File: src/rtl/keypad_entry_pkg.sv
// Shared keypad constants, scan result
// and debounce state types.
package keypad_entry_pkg;

  localparam logic [3:0] KEY_BKSP  = 4'hE;
  localparam logic [3:0] KEY_ENTER = 4'hF;
  localparam logic [3:0] KEY_CLR   = 4'hA;
  localparam logic [3:0] COL_INIT  = 4'b1110;

  typedef enum logic [1:0] {
    ST_IDLE,
    ST_PRESS,
    ST_HELD,
    ST_RELEASE
  } deb_state_e;

  typedef enum logic [1:0] {
    RES_NONE,
    RES_ONE,
    RES_MULTI
  } scan_res_e;

  function automatic logic [3:0] key_decode(
    input logic [1:0] r,
    input logic [1:0] c
  );
    logic [3:0] k;
    unique case ({r, c})
      4'h0: k = 4'h1;
      4'h1: k = 4'h2;
      4'h2: k = 4'h3;
      4'h3: k = 4'hA;
      4'h4: k = 4'h4;
      4'h5: k = 4'h5;
      4'h6: k = 4'h6;
      4'h7: k = 4'hB;
      4'h8: k = 4'h7;
      4'h9: k = 4'h8;
      4'hA: k = 4'h9;
      4'hB: k = 4'hC;
      4'hC: k = KEY_BKSP;
      4'hD: k = 4'h0;
      4'hE: k = KEY_ENTER;
      default: k = 4'hD;
    endcase
    return k;
  endfunction

endpackage

File: src/rtl/keypad_entry_scan.sv
// Column strobing, row sampling, debounce
// and decode of a single key per press.
module keypad_scan
  import keypad_entry_pkg::*;
#(
  parameter int SCAN_DIV  = 50_000,
  parameter int DEB_SCANS = 5
) (
  input  logic       sys_clk,
  input  logic       sys_rst_n,
  input  logic [3:0] key_row,
  output logic [3:0] key_col,
  output logic [3:0] key_code,
  output logic       key_valid
);

  localparam int SW = (SCAN_DIV > 1) ? $clog2(SCAN_DIV) : 1;
  localparam int CW = $clog2(DEB_SCANS + 1);
  localparam logic [SW-1:0] SLOT_LAST = SW'(SCAN_DIV - 1);
  localparam logic [CW-1:0] CNT_DONE  = CW'(DEB_SCANS);

  logic [3:0]    row_s1_q, row_s2_q;
  logic [SW-1:0] slot_q, slot_d;
  logic [3:0]    col_q, col_d;
  logic          hit_q, hit_d;
  logic          multi_q, multi_d;
  logic [1:0]    hit_r_q, hit_r_d;
  logic [1:0]    hit_c_q, hit_c_d;

  logic          slot_end, scan_done;
  logic [3:0]    low;
  logic [2:0]    nlow;
  logic [1:0]    low_r, col_idx;
  logic          s_hit, s_multi;
  logic [1:0]    s_r, s_c;
  scan_res_e     res;
  logic [3:0]    res_key;

  deb_state_e    state_q;
  logic [CW-1:0] cnt_q, cnt_inc;
  logic [3:0]    cand_q, key_code_q;
  logic          key_valid_q;

  assign key_col   = col_q;
  assign key_code  = key_code_q;
  assign key_valid = key_valid_q;
  assign cnt_inc   = cnt_q + CW'(1);

  // Bring the asynchronous rows into the clock domain
  always_ff @(posedge sys_clk or negedge sys_rst_n) begin
    if (!sys_rst_n) begin
      row_s1_q <= '1;
      row_s2_q <= '1;
    end else begin
      row_s1_q <= key_row;
      row_s2_q <= row_s1_q;
    end
  end

  // Slot timing, column rotation and per-scan hit accumulation
  always_comb begin
    low     = ~row_s2_q;
    nlow    = '0;
    low_r   = '0;
    col_idx = '0;
    for (int i = 3; i >= 0; i--) begin
      if (low[i]) low_r = 2'(i);
      if (!col_q[i]) col_idx = 2'(i);
      nlow = nlow + {2'b00, low[i]};
    end
    slot_end  = (slot_q == SLOT_LAST);
    scan_done = slot_end && (col_q == 4'b0111);
    s_hit     = hit_q;
    s_multi   = multi_q;
    s_r       = hit_r_q;
    s_c       = hit_c_q;
    if (slot_end) begin
      if (nlow > 3'd1 || (nlow == 3'd1 && hit_q)) begin
        s_multi = 1'b1;
      end else if (nlow == 3'd1) begin
        s_hit = 1'b1;
        s_r   = low_r;
        s_c   = col_idx;
      end
    end
    res = s_multi ? RES_MULTI :
          (s_hit ? RES_ONE : RES_NONE);
    res_key = key_decode(s_r, s_c);
    slot_d  = slot_end ? '0 : slot_q + SW'(1);
    col_d   = slot_end ? {col_q[2:0], col_q[3]} : col_q;
    hit_d   = scan_done ? 1'b0 : s_hit;
    multi_d = scan_done ? 1'b0 : s_multi;
    hit_r_d = scan_done ? 2'b00 : s_r;
    hit_c_d = scan_done ? 2'b00 : s_c;
  end

  // Scan state registers
  always_ff @(posedge sys_clk or negedge sys_rst_n) begin
    if (!sys_rst_n) begin
      slot_q  <= '0;
      col_q   <= COL_INIT;
      hit_q   <= 1'b0;
      multi_q <= 1'b0;
      hit_r_q <= '0;
      hit_c_q <= '0;
    end else begin
      slot_q  <= slot_d;
      col_q   <= col_d;
      hit_q   <= hit_d;
      multi_q <= multi_d;
      hit_r_q <= hit_r_d;
      hit_c_q <= hit_c_d;
    end
  end

  // Debounce FSM, stepped once per completed scan
  always_ff @(posedge sys_clk or negedge sys_rst_n) begin
    if (!sys_rst_n) begin
      state_q     <= ST_IDLE;
      cnt_q       <= '0;
      cand_q      <= '0;
      key_code_q  <= '0;
      key_valid_q <= 1'b0;
    end else begin
      key_valid_q <= 1'b0;
      if (scan_done) begin
        unique case (state_q)
          ST_IDLE: begin
            if (res == RES_ONE) begin
              state_q <= ST_PRESS;
              cnt_q   <= CW'(1);
              cand_q  <= res_key;
            end
          end
          ST_PRESS: begin
            if (res == RES_ONE && res_key == cand_q) begin
              cnt_q <= cnt_inc;
              if (cnt_inc == CNT_DONE) begin
                state_q     <= ST_HELD;
                key_code_q  <= cand_q;
                key_valid_q <= 1'b1;
              end
            end else begin
              state_q <= ST_IDLE;
            end
          end
          ST_HELD: begin
            if (res != RES_ONE) begin
              state_q <= ST_RELEASE;
              cnt_q   <= CW'(1);
            end
          end
          default: begin
            if (res == RES_ONE) begin
              state_q <= ST_HELD;
            end else begin
              cnt_q <= cnt_inc;
              if (cnt_inc == CNT_DONE) state_q <= ST_IDLE;
            end
          end
        endcase
      end
    end
  end

endmodule

File: src/rtl/keypad_entry.sv
// Keypad front end: scanned key stream
// folded into a decimal entry and value.
module keypad_entry
  import keypad_entry_pkg::*;
#(
  parameter int SCAN_DIV  = 50_000,
  parameter int DEB_SCANS = 5
) (
  input  logic        sys_clk,
  input  logic        sys_rst_n,
  input  logic [3:0]  key_row,
  output logic [3:0]  key_col,
  output logic [3:0]  key_code,
  output logic        key_valid,
  output logic [15:0] entry,
  output logic [15:0] value,
  output logic        value_valid
);

  logic [15:0] entry_q, entry_d;
  logic [15:0] value_q, value_d;
  logic        vv_q, vv_d;
  logic [19:0] ext;

  keypad_scan #(
    .SCAN_DIV  (SCAN_DIV),
    .DEB_SCANS (DEB_SCANS)
  ) u_scan (
    .sys_clk   (sys_clk),
    .sys_rst_n (sys_rst_n),
    .key_row   (key_row),
    .key_col   (key_col),
    .key_code  (key_code),
    .key_valid (key_valid)
  );

  assign entry       = entry_q;
  assign value       = value_q;
  assign value_valid = vv_q;

  // Apply an accepted key to the number being typed
  always_comb begin
    ext     = {4'b0000, entry_q} * 20'd10 + {16'h0000, key_code};
    entry_d = entry_q;
    value_d = value_q;
    vv_d    = 1'b0;
    if (key_valid) begin
      unique case (1'b1)
        (key_code <= 4'd9): begin
          if (ext <= 20'd65535) entry_d = ext[15:0];
        end
        (key_code == KEY_BKSP): entry_d = entry_q / 16'd10;
        (key_code == KEY_CLR):  entry_d = '0;
        (key_code == KEY_ENTER): begin
          value_d = entry_q;
          vv_d    = 1'b1;
        end
        default: ;
      endcase
    end
  end

  // Entry and committed value registers
  always_ff @(posedge sys_clk or negedge sys_rst_n) begin
    if (!sys_rst_n) begin
      entry_q <= '0;
      value_q <= '0;
      vv_q    <= 1'b0;
    end else begin
      entry_q <= entry_d;
      value_q <= value_d;
      vv_q    <= vv_d;
    end
  end

endmodule

File: config.mk
export PLATFORM = sky130hd
export DESIGN_NAME = keypad_entry
export DESIGN_NICKNAME = d
export VERILOG_FILES = /design/src/rtl/keypad_entry_pkg.sv /design/src/rtl/keypad_entry_scan.sv /design/src/rtl/keypad_entry.sv
export SDC_FILE = /design/constraint.sdc
export NUM_CORES = 1
export LEC_CHECK = 0
export CORE_MARGIN = 3
export CORE_UTILIZATION = 50
export DETAILED_ROUTE_END_ITERATION = 8
export MAX_ROUTING_LAYER = met4
export PLACE_DENSITY = 0.74
export SYNTH_ARGS = -nofsm -noshare
export SYNTH_HDL_FRONTEND = slang
export SYNTH_SLANG_ARGS = --single-unit
export TNS_END_PERCENT = 10
File: constraint.sdc
create_clock -name sys_clk -period 6.05 [get_ports sys_clk]
set_clock_uncertainty 0.15 [all_clocks]
set_input_delay 0.9075 -clock sys_clk [delete_from_list [all_inputs] [get_ports sys_clk]]
set_output_delay 0.9075 -clock sys_clk [all_outputs]
set_load 0.05 [all_outputs]
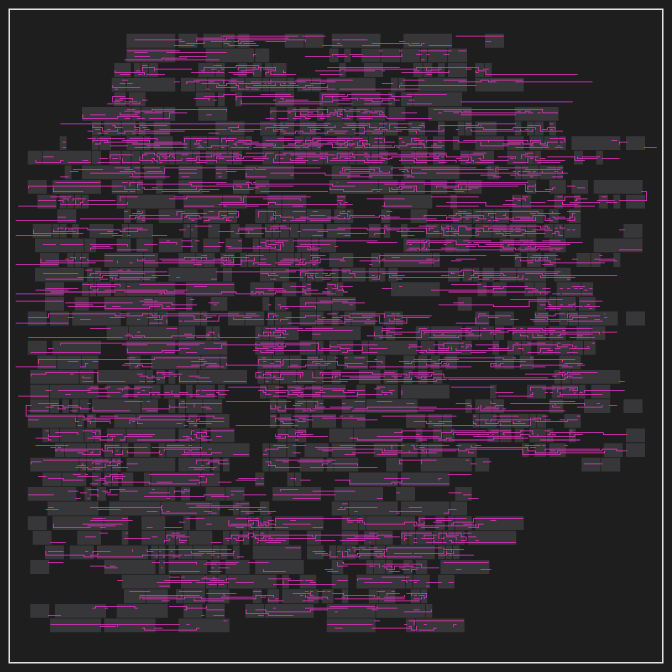
Figure 1: run 1, signal wires on met1.
- nets with wire on the layer: 799
- longest straight run: 41.4 um
- main direction: horizontal

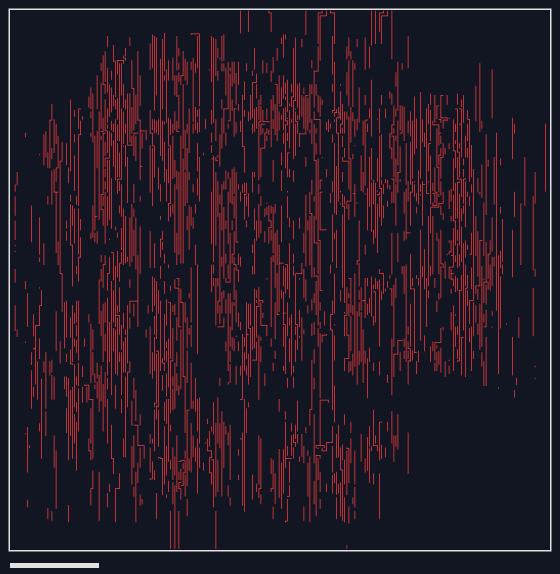
Figure 2: run 1, the metal 2 layer.
Scale bar: 20 um.
- wire length on this layer: 7690 um
- main direction: vertical
- longest straight run: 39.8 um

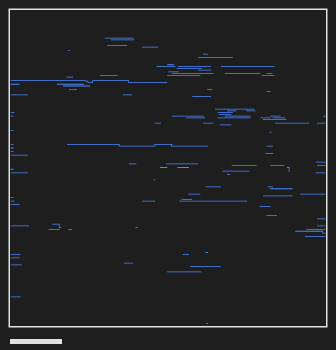
Figure 3: run 1, met3 routing.
Scale bar: 20 um.
- wire length on this layer: 707 um
- nets with wire on the layer: 86
- longest straight run: 28.5 um
- share of all routed wire: 4.3%

==> run notes, run 1 <==
The synthesis and place-and-route flow finished, so here is a summary.

The flow ran to the end, and the final reports show no timing, DRC or antenna violations. The max-slew headroom at the worst pin came out at 26.8%. The total power density per cell area is 150 nW/um^2.

The power consumption came out at 1.12 mW. In this run the tool buffered the top-level ports with 47 buffer cells. Once routing completed, OpenROAD measured the worst setup slack at 0.454 ns.

The fraction of final layout cells sized beyond drive strength 1 came out at 10.6%. According to the timing report, the critical path is launched from entry[12]$_DFFE_PN0P_. The library cells used most frequently in the layout, excluding fill and tap cells, are nand2_1 (93), dfrtp_1 (68), nor2_1 (67). The number of buffers created by CTS came out at 9.

For reference, the mux area share after synthesis is 5.42%. Per the timing report, the achievable frequency comes out to 179 MHz. The total number of yosys warnings is 0. The antenna diode instance count came out at 0. The timing report gives the clock slew at the launch and capture registers of the worst setup and hold paths as 0.06 ns. Once detail routing completed, the nets flagged for antenna violations numbered 0. In the final report, the number of endpoints failing setup comes to 0. The number of ports placed on the die boundary came out at 48. The number of resized instances in the post-cts repair step came out at 0. The critical path arrival came out at 5.68 ns. Looking at the critical path, the highest net fanout was 20.

The net count after synthesis is 832. After routing the design area is 7510 um^2. The area fraction of the dominant cell type after synthesis came out at 26.3%. The timing report shows that the slowest cell on the worst path is dfrtp_1. The combinational cell area excluding buffers and inverters is 4250 um^2. The hold violation count in the final report is 0. The chip width came out at 121 um. Timing analysis after detailed placement gives a worst setup slack of 0.236 ns.

The maximum ir drop on the vdd rail came out at 0.174 mV. The slack of the worst reg-to-reg path is 0.45 ns. The filler-free cell count of the finished design is 982. The xor/xnor cell area share of the yosys netlist is 6.19%.

The storage element area is 2040 um^2. The largest net degree at the start of global routing is 82. The final route contains 5931 vias. The initial detailed-routing violation count came out at 560. The required time of the worst setup path is 6.14 ns.

The proportion of register bits with asynchronous set or reset after synthesis came out at 100%. The terminus of the critical flop-to-flop path is entry[0]$_DFFE_PN0P_. Looking at the hold checks, the worst path lands on u_scan.row_s2_q[1]$_DFF_PN1_. The launch instance of the worst register-to-register path is entry[12]$_DFFE_PN0P_. The kind of capture point of the worst setup path is a flop. The detailed-routing iteration count for the pre-antenna-repair pass came out at 5. The TritonCTS clock tree is done. The final period demand of the worst path is 5.60 ns. The dominant combinational cell family by area after synthesis is AND-OR/OR-AND gates. The delay of the slowest critical-path stage is 0.76 ns.

The fraction of the yosys area taken by sequential cells came out at 30.7%. Per the synthesis report, the dominant area consumer among library cells is dfrtp_1. The via count of the first global-routing pass came to 5736. The overall chip area came out at 14700 um^2. The instance area at placement is 7210 um^2. Summing the areas of all compound-gate instances in the mapped netlist gives 21.3% of the synthesized area. After synthesis, the mean cell area works out to 8.57 um^2. The tightest hold path in the finished design has a slack of 0.206 ns. The cell area that synthesis handed to floorplanning was 6650 um^2. The final report gives the core utilization as 58.6%. For reference, the top cells by count after synthesis are nand2_1 (93), dfrtp_1 (70), nor2_1 (67). The initial antenna violation count came out at 0. Setup repair after global routing left no endpoint under its margin.

The number of hold-repair buffers added at the cts stage is 0. The post-route fraction of the period consumed by the critical path came out at 92.5%. The detailed-placement wirelength estimate came out at 11800 um.

In the post-synthesis netlist, the cell with the most instances is nand2_1.
[run 1: power breakdown]
part | switching (mW) | internal (mW)
clock network | 0.245 | 0.309
logic | 0.0164 | 0.00648
registers | 0.00105 | 0.546
[run 1: layer usage]
metal	up-vias	wire length [um]	track usage [%]
met5	-	0	-
met4	0	314	8.19
met3	26	707	2.80
met2	174	7690	36.8
met1	2869	7750	32.6
li1	2862	-	-
[run 1: worst max-delay path: cells and delay by family (launching register included)]
family	cells	cell delay, ns
compound gates	7	1.89
flops	1	0.76
mux	4	1.67
simple gates	4	1.00
[run 1: layout make-up]
cell class	count	share of cell area [%]
Multi-Input combinational cell	615	56.6
Clock buffer	11	3.38
Tap cell	172	2.87
Timing Repair Buffer	59	7.43
Sequential cell	81	27.2
Clock inverter	5	0.550
Inverter	39	1.95
==> run 2, diff against run 1 <==
--- a/config.mk
+++ b/config.mk
@@ -6,10 +6,10 @@
 export NUM_CORES = 1
 export LEC_CHECK = 0
 export CORE_MARGIN = 3
-export CORE_UTILIZATION = 50
+export CORE_UTILIZATION = 30
 export DETAILED_ROUTE_END_ITERATION = 8
 export MAX_ROUTING_LAYER = met4
-export PLACE_DENSITY = 0.74
+export PLACE_DENSITY = 0.5
 export SYNTH_ARGS = -nofsm -noshare
 export SYNTH_HDL_FRONTEND = slang
 export SYNTH_SLANG_ARGS = --single-unit
==> run notes, run 2 <==
The synthesis and place-and-route flow finished, so here is a summary.

The total overflow left after global routing is 0. The run finished with clean final reports. The achievable clock frequency came out at 178 MHz. The detailed-route via count came out at 5687. The clock-pin slew on the worst setup and hold paths is 0.07 ns. The average cell area after synthesis is 8.57 um^2. Per the final layout report, the fraction of cells sized above drive strength 1 comes to 11.0%. The post-synthesis to final-layout area growth is 15.7%. Per STA, the worst path accumulates the most delay in the family AND-OR/OR-AND gates. The chip width is 155 um. The actual transition at the worst max-transition pin came out at 0.778 ns.

In this run the worst setup path begins at entry[11]$_DFFE_PN0P_. The library cell used most frequently in the layout, excluding fill and tap cells, is nand2_1. The post-synthesis net count came out at 832. The sum of buffers and inverters on the critical path came out at 0. The required time of the worst setup path is 6.14 ns. The area fraction of the dominant cell type after synthesis is 26.3%. Summing internal, switching and leakage power gives 1.15 mW. The number of ports placed on the die boundary is 48. The total power density per cell area came out at 150 nW/um^2.

The number of buffers created by CTS came out at 9. The largest area contributor in the synthesized netlist is dfrtp_1. The worst slack after detailed placement is 0.515 ns.

The buffer cell driving the clock tree root is clkbuf_16. The number of storage elements in the synthesis netlist is 81. The iteration count recorded for the first detailed-route pass is 4. The floorplan utilization is 31.0%. The proportion of register bits with asynchronous set or reset after synthesis came out at 100%. The number of resized instances in the post-cts repair step is 0.

The cell with the most instances after synthesis is nand2_1. The post-route utilization of the core is recorded as 35.9%. The total number of yosys warnings is 0. The post-synthesis instance total is 776. The core region is 21400 um^2.

For this run, the chip area from Yosys synthesis comes to 6650 um^2. Per the post-route antenna check, the number of violating nets is 0. IR analysis of the VDD net gives a maximum drop of 0.141 mV. The filler-free cell count of the finished design came out at 1091. The detail-routed net length per standard cell is 15.8 um.

Summing over the stages, the warning tally comes to 36. Across every metal layer, demand over resource in global routing totals 14.9%. Yosys attributes the largest share of cell area to dfrtp_1 (26%), ha_1 (8.8%), nand2_1 (5.2%).

STA classifies the critical path endpoint as a flop. The critical path arrival came out at 5.69 ns. The final max-slew violation count is 0. The adder and majority gate portion of the synthesized area is 9.90%. The global-route wire length before repair is 28700 um. Setup slack on the worst reg-to-reg path comes out at 0.45 ns. For this design, the slowest cell found on the critical path is dfrtp_1.

The sink of the worst hold path is u_scan.row_s2_q[1]$_DFF_PN1_. The count of flip-flops with a built-in enable after synthesis is 0. The routability congestion estimate is 0.874. TritonCTS built the clock tree. The synthesized-area fraction occupied by ao, oa, aoi and oai cells came out at 21.3%. The maximum fanout count along the critical path is 18.

Once routing completed, OpenROAD measured the worst setup slack at 0.445 ns. The initial detailed-routing violation count came out at 287. Per the synthesis report, the simple-gate share of the synthesized area is 21.1%. STA lists the endpoint of the worst register-to-register path as entry[0]$_DFFE_PN0P_.

Buffers added to address setup during post-CTS repair amount to 0. The clock network latency to the later pin of the worst-skew pair is 0.35 ns. The cell area that synthesis handed to floorplanning was 6650 um^2. The vertical die dimension came out at 155 um.

The combinational cell area excluding buffers and inverters is 4250 um^2. The startpoint class of the critical path is a flop. Entering global routing, the biggest net connects 47 pins.

Summing the areas of all xor and xnor instances in the mapped netlist gives 6.19% of the synthesized area. The via count of the first global-routing pass is 5564. The post-synthesis mux area share came out at 5.42%. The storage element area came out at 2040 um^2. Setup repair after global routing left no endpoint under its margin. The total of buffers placed on input and output ports is 47. The post-CTS hold buffer count recorded in the log is 0. The tightest hold path in the finished design has a slack of 0.206 ns. The post-route fraction of the period consumed by the critical path is 92.6%. Once detailed placement completed, the half-perimeter wirelength came to 12500 um. The final setup violation count is 0. Once layout is done, the placed cells without fillers occupy 7700 um^2.

By count the netlist is led by nand2_1 (93), dfrtp_1 (70), nor2_1 (67). The worst setup path endpoint is entry[0]$_DFFE_PN0P_. The instance area at placement is 7380 um^2. The path length in cells of the critical path is 15.

The total negative setup slack came out at 0 ns. After floorplanning, the die was sized to cover 24000 um^2. The number of cells on the worst reg-to-reg path is 15. In this run the critical register-to-register path is launched from entry[11]$_DFFE_PN0P_. Endpoints failing hold in the final report were tallied at 0. The max-slew headroom at the worst pin came out at 48.2%.

The synthesis run identifies the leading combinational cell family as AND-OR/OR-AND gates. The max-cap violation count is 0. The distinct cell type count of the synthesized netlist is 93.

The initial antenna violation count is 0. The final period demand of the worst path is 5.60 ns. The class of the most critical setup path is flop to flop. The delay of the slowest critical-path stage came out at 0.71 ns. Per the cell usage report, the commonest logic cells after layout are nand2_1 (93), dfrtp_1 (70), nor2_1 (67). The fraction of the yosys area taken by sequential cells is 30.7%.

The static power due to leakage is 3.35 nW. Per the CTS log, the buffer count on the longest clock path is 2. The final antenna diode tally reported by the flow is 0.
-- run 2: final cells by class --
type                       count  area share (%)
sequential                    81            26.5
clock inverter                 6           0.845
multi-input combinational    615            55.2
tap                          275            4.47
clock buffer                  10            3.25
inverter                      39            1.90
timing repair buffer          65            7.83
-- run 2: layer usage --
layer  routed length, um  GRT usage [%]
met4                 125           3.70
met2                8250           24.2
met5                   0              -
met3                 588           2.56
met1                8330           19.5
-- run 2: report_power, final --
group	total (mW)	switching, mW	internal [mW]
Clock	0.582	0.265	0.317
Combinational	0.0230	0.0163	0.00670
Sequential	0.547	0.00102	0.546
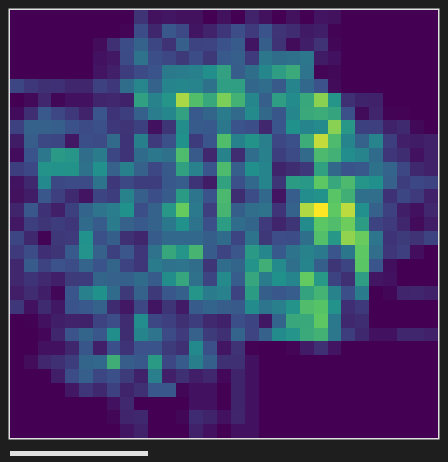
Figure 4: run 2, signal metal coverage by tile.
Scale bar: 50 um. The die is cut into 31 by 31 equal tiles; dark purple is low, yellow is high, scaled to the fullest tile. Values are wire area over tile area, all layers added.
- mean over tiles: 0.11
- tiles over half the peak: 10%
- fullest tile: 0.53
- emptiest ninth of the die: bottom right
- nearly empty tiles: 27%

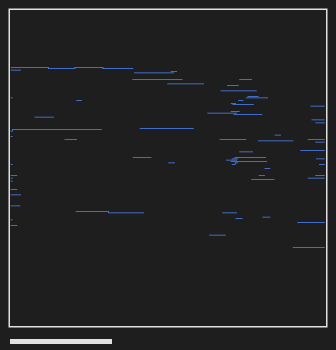
Figure 5: run 2, met3 routing.
Scale bar: 50 um.
- share of all routed wire: 3.4%
- main direction: horizontal

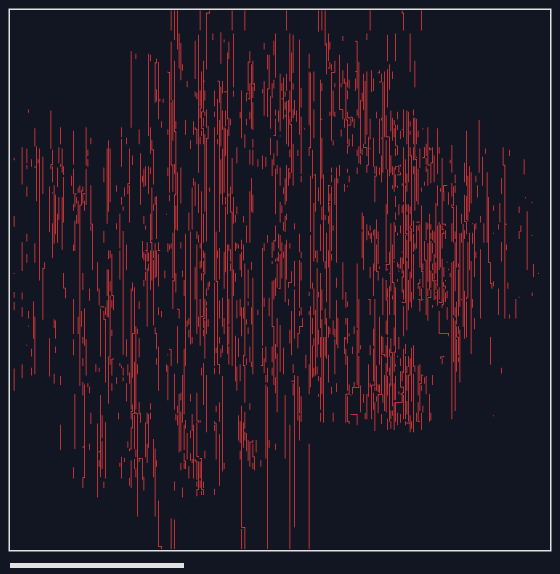
Figure 6: run 2, the metal 2 layer.
Scale bar: 50 um.
final wirelength: 17300 um
met2 Track Usage GR: 24.2%

==> run 3, diff against run 2 <==
--- a/config.mk
+++ b/config.mk
@@ -5,11 +5,15 @@
 export SDC_FILE = /design/constraint.sdc
 export NUM_CORES = 1
 export LEC_CHECK = 0
+export CELL_PAD_IN_SITES_DETAIL_PLACEMENT = 1
+export CELL_PAD_IN_SITES_GLOBAL_PLACEMENT = 1
 export CORE_MARGIN = 3
 export CORE_UTILIZATION = 30
 export DETAILED_ROUTE_END_ITERATION = 8
+export HOLD_SLACK_MARGIN = 0.15
 export MAX_ROUTING_LAYER = met4
-export PLACE_DENSITY = 0.5
+export PLACE_DENSITY = 0.61
+export RECOVER_POWER = 50
 export SYNTH_ARGS = -nofsm -noshare
 export SYNTH_HDL_FRONTEND = slang
 export SYNTH_SLANG_ARGS = --single-unit
==> run notes, run 3 <==
The synthesis and place-and-route flow finished, so here is a summary.

The total global-route track usage is 16.8%. The first global-routing pass estimated 32100 um of wire. The number of clock buffers added by TritonCTS is 9.

In this run the top signal layer used is met4. The fraction of power consumed by combinational cells came out at 2.0%. The HPWL after detailed placement is 14300 um.

The violation tally recorded at the end of detailed-routing iteration 0 is 264. Of the cells placed in the final design, the portion with a size suffix greater than 1 is 11.6%. The root buffer cell chosen for the clock tree is clkbuf_16. As logged by OpenROAD, the buffers inserted on ports number 47. The flow reports that sequential cells draw 48.3% of the design power.

As reported, the later end of the worst-skew pair has a clock insertion delay of 0.35 ns. The flow ran to the end, but the final reports show violations. The post-synthesis cell area is 6650 um^2. The floorplan core area is 21400 um^2.

The overall chip area came out at 24000 um^2. According to the timing report, the critical path is captured at entry[0]$_DFFE_PN0P_. The via count of the first global-routing pass came out at 6052. Summing internal, switching and leakage power gives 1.13 mW. The post-synthesis instance total is 776. The met3 wire length is 417 um. The required time of the worst setup path came out at 6.13 ns. The worst setup path is launched from a flop. The sink of the worst hold path is u_scan.row_s2_q[0]$_DFF_PN1_.

The sum of buffers and inverters on the critical path came out at 0. In this run, synthesis inferred 0 flip-flops with an integrated enable. In the log, the iteration count for the first detailed-route pass is 5. The reported clock group power came out at 0.563 mW. The area fraction of the dominant cell type after synthesis is 26.3%. The terminus of the critical flop-to-flop path is entry[0]$_DFFE_PN0P_. The wire length reported by the detailed router is 19100 um. The cell area after layout is 7740 um^2.

The fraction of the yosys area taken by sequential cells is 30.7%. Counting pins that exceed their max-slew limit in the final report gives 84. The filler-free cell count of the finished design is 1100. The vertical die dimension came out at 155 um. The path length in cells of the critical path came out at 15. The floorplan report gives the top-level pin count as 48.

The internal power summed over all cells is 0.847 mW. In this run, the clock network consumes 49.7% of the power. The instance area at placement is 7450 um^2. The fraction of power spent switching nets came out at 25.2%. The static power due to leakage is 3.38 nW. The library cells used most frequently in the layout, excluding fill and tap cells, are nand2_1 (93), dfrtp_1 (69), nor2_1 (67). The library cell used most frequently in the layout, excluding fill and tap cells, is nand2_1. The antenna diode instance count came out at 0. Setup repair after global routing left no endpoint under its margin. The end-of-flow timing check tallies setup violations at 0. The worst path uses 92.6% of the clock period. The delay of the slowest critical-path stage came out at 0.67 ns. The final worst hold slack came out at 0.208 ns. The kind of capture point of the worst setup path is a flop. The maximum ir drop on the vdd rail is 0.159 mV. The clock-pin slew on the worst setup and hold paths came out at 0.07 ns. The met2 track demand over resource came out at 27.5%. In the synthesized netlist, the cells that appear most often are nand2_1 (93), dfrtp_1 (70), nor2_1 (67).

The synthesis report lists the most area-consuming cells as dfrtp_1 (26%), ha_1 (8.8%), nand2_1 (5.2%). The maximum fanout count along the critical path came out at 18. The detail-routed net length per standard cell is 17.3 um.

The final reports fail on capacitance limit, slew limit. At the worst endpoint, the arrival time is 5.69 ns. The actual transition at the worst max-transition pin came out at 2.70 ns. The worst slack after detailed placement is 0.454 ns. The area reported by Yosys stat is 6650 um^2. The buffer levels on the longest clock path is 2. In this build the clock could be raised as far as 179 MHz. In the global route stage, met3 resource usage came out at 2.84%. The largest net degree at the start of global routing came out at 51. The total power density per cell area is 146 nW/um^2.

The most common cell in the synthesized netlist is nand2_1. For this design the total switching power over the nets is 0.286 mW. The number of hold-repair buffers added at the cts stage is 0. The proportion of register bits with asynchronous set or reset after synthesis is 100%. For the worst flop-to-flop path, the logic depth is 15.

The class of the most critical setup path is flop to flop. The max-cap violation count came out at 2. The total length of routed met2 wires came out at 9300 um. Per the GRT log, the top usage layer is met2. The routed metal-1 wire length came out at 9140 um. The routed design could run at a clock period as short as 5.60 ns.

The largest part of the power goes to clock. Global routing used 22.0% of the available met1 tracks. The total negative setup slack came out at 0 ns. The least setup slack across all paths after layout came out at 0.448 ns. The fraction of the core area covered by cells at the end of the flow is 36.1%.
[run 3: cell counts after synthesis]
Identical to the previous run, type by type.
[run 3: cell families after synthesis]
| group | Yosys count | synth area share (%) |
|---|---|---|
| mux | 31 | 5.42 |
| flops | 81 | 30.7 |
| buf+inv | 80 | 5.44 |
| xor+xnor | 47 | 6.19 |
| fa+ha+maj | 51 | 9.90 |
| simple gates | 281 | 21.1 |
| compound gates | 205 | 21.3 |
[run 3: layout make-up]
| cell class | instances | area [um^2] |
|---|---|---|
| Inverter | 39 | 146 |
| Clock inverter | 7 | 81.3 |
| Multi-Input combinational cell | 615 | 4250 |
| Timing Repair Buffer | 74 | 656 |
| Sequential cell | 81 | 2040 |
| Tap cell | 275 | 344 |
| Fill cell | 2527 | 13700 |
| Clock buffer | 9 | 225 |
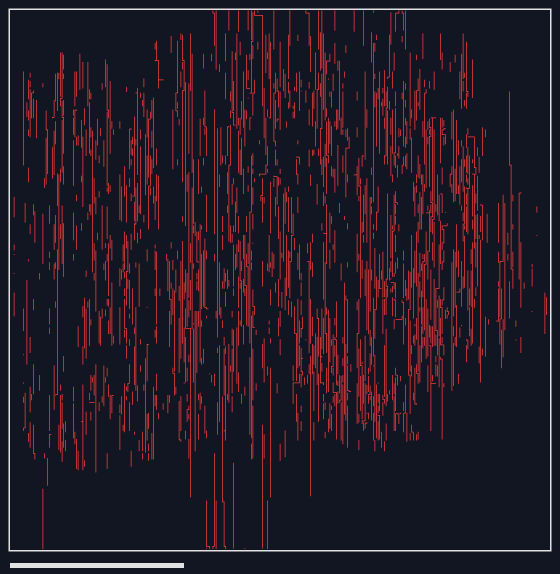
Figure 7: run 3, the metal 2 layer.
Scale bar: 50 um.
- main direction: vertical
- wire length on this layer: 9300 um
- longest straight run: 59.8 um
- share of all routed wire: 49%
- nets with wire on the layer: 751

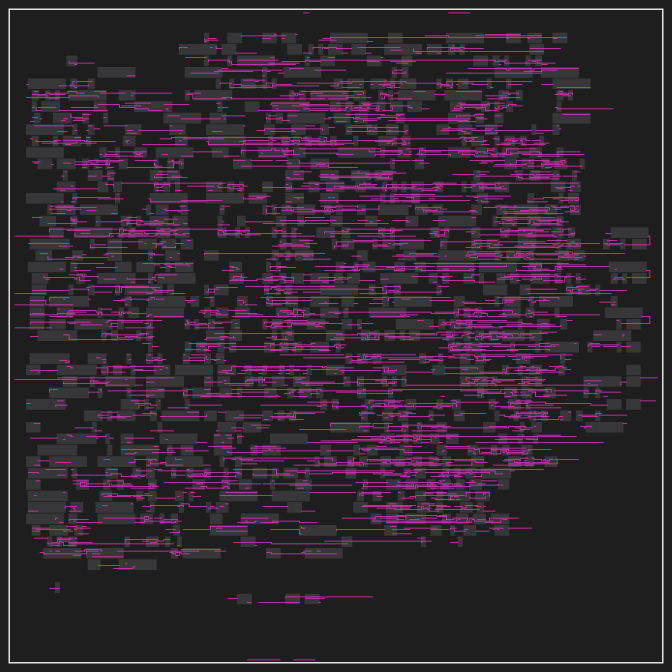
Figure 8: run 3, signal wires on met1.
- nets with wire on the layer: 817
- main direction: horizontal

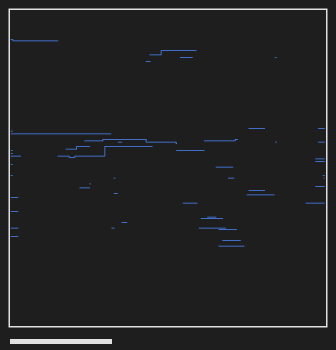
Figure 9: run 3, met3 routing.
Scale bar: 50 um.
- nets with wire on the layer: 35
- share of all routed wire: 2.2%
- longest straight run: 49.0 um


==> screenshots <==
Clock wiring as the flow saved it.
shot_01.png
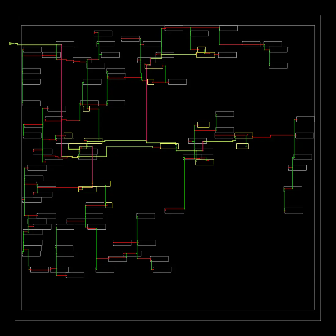
shot_02.png
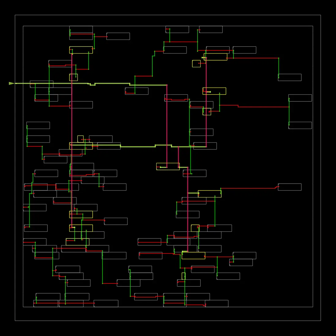
shot_03.png
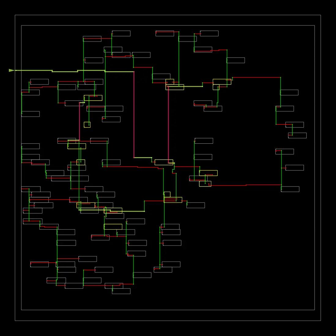
| picture | from |
|---|---|
| shot_01.png | run 3 |
| shot_02.png | run 1 |
| shot_03.png | run 2 |

Power figures rest on the tool's default switching activity, not on a simulated workload.
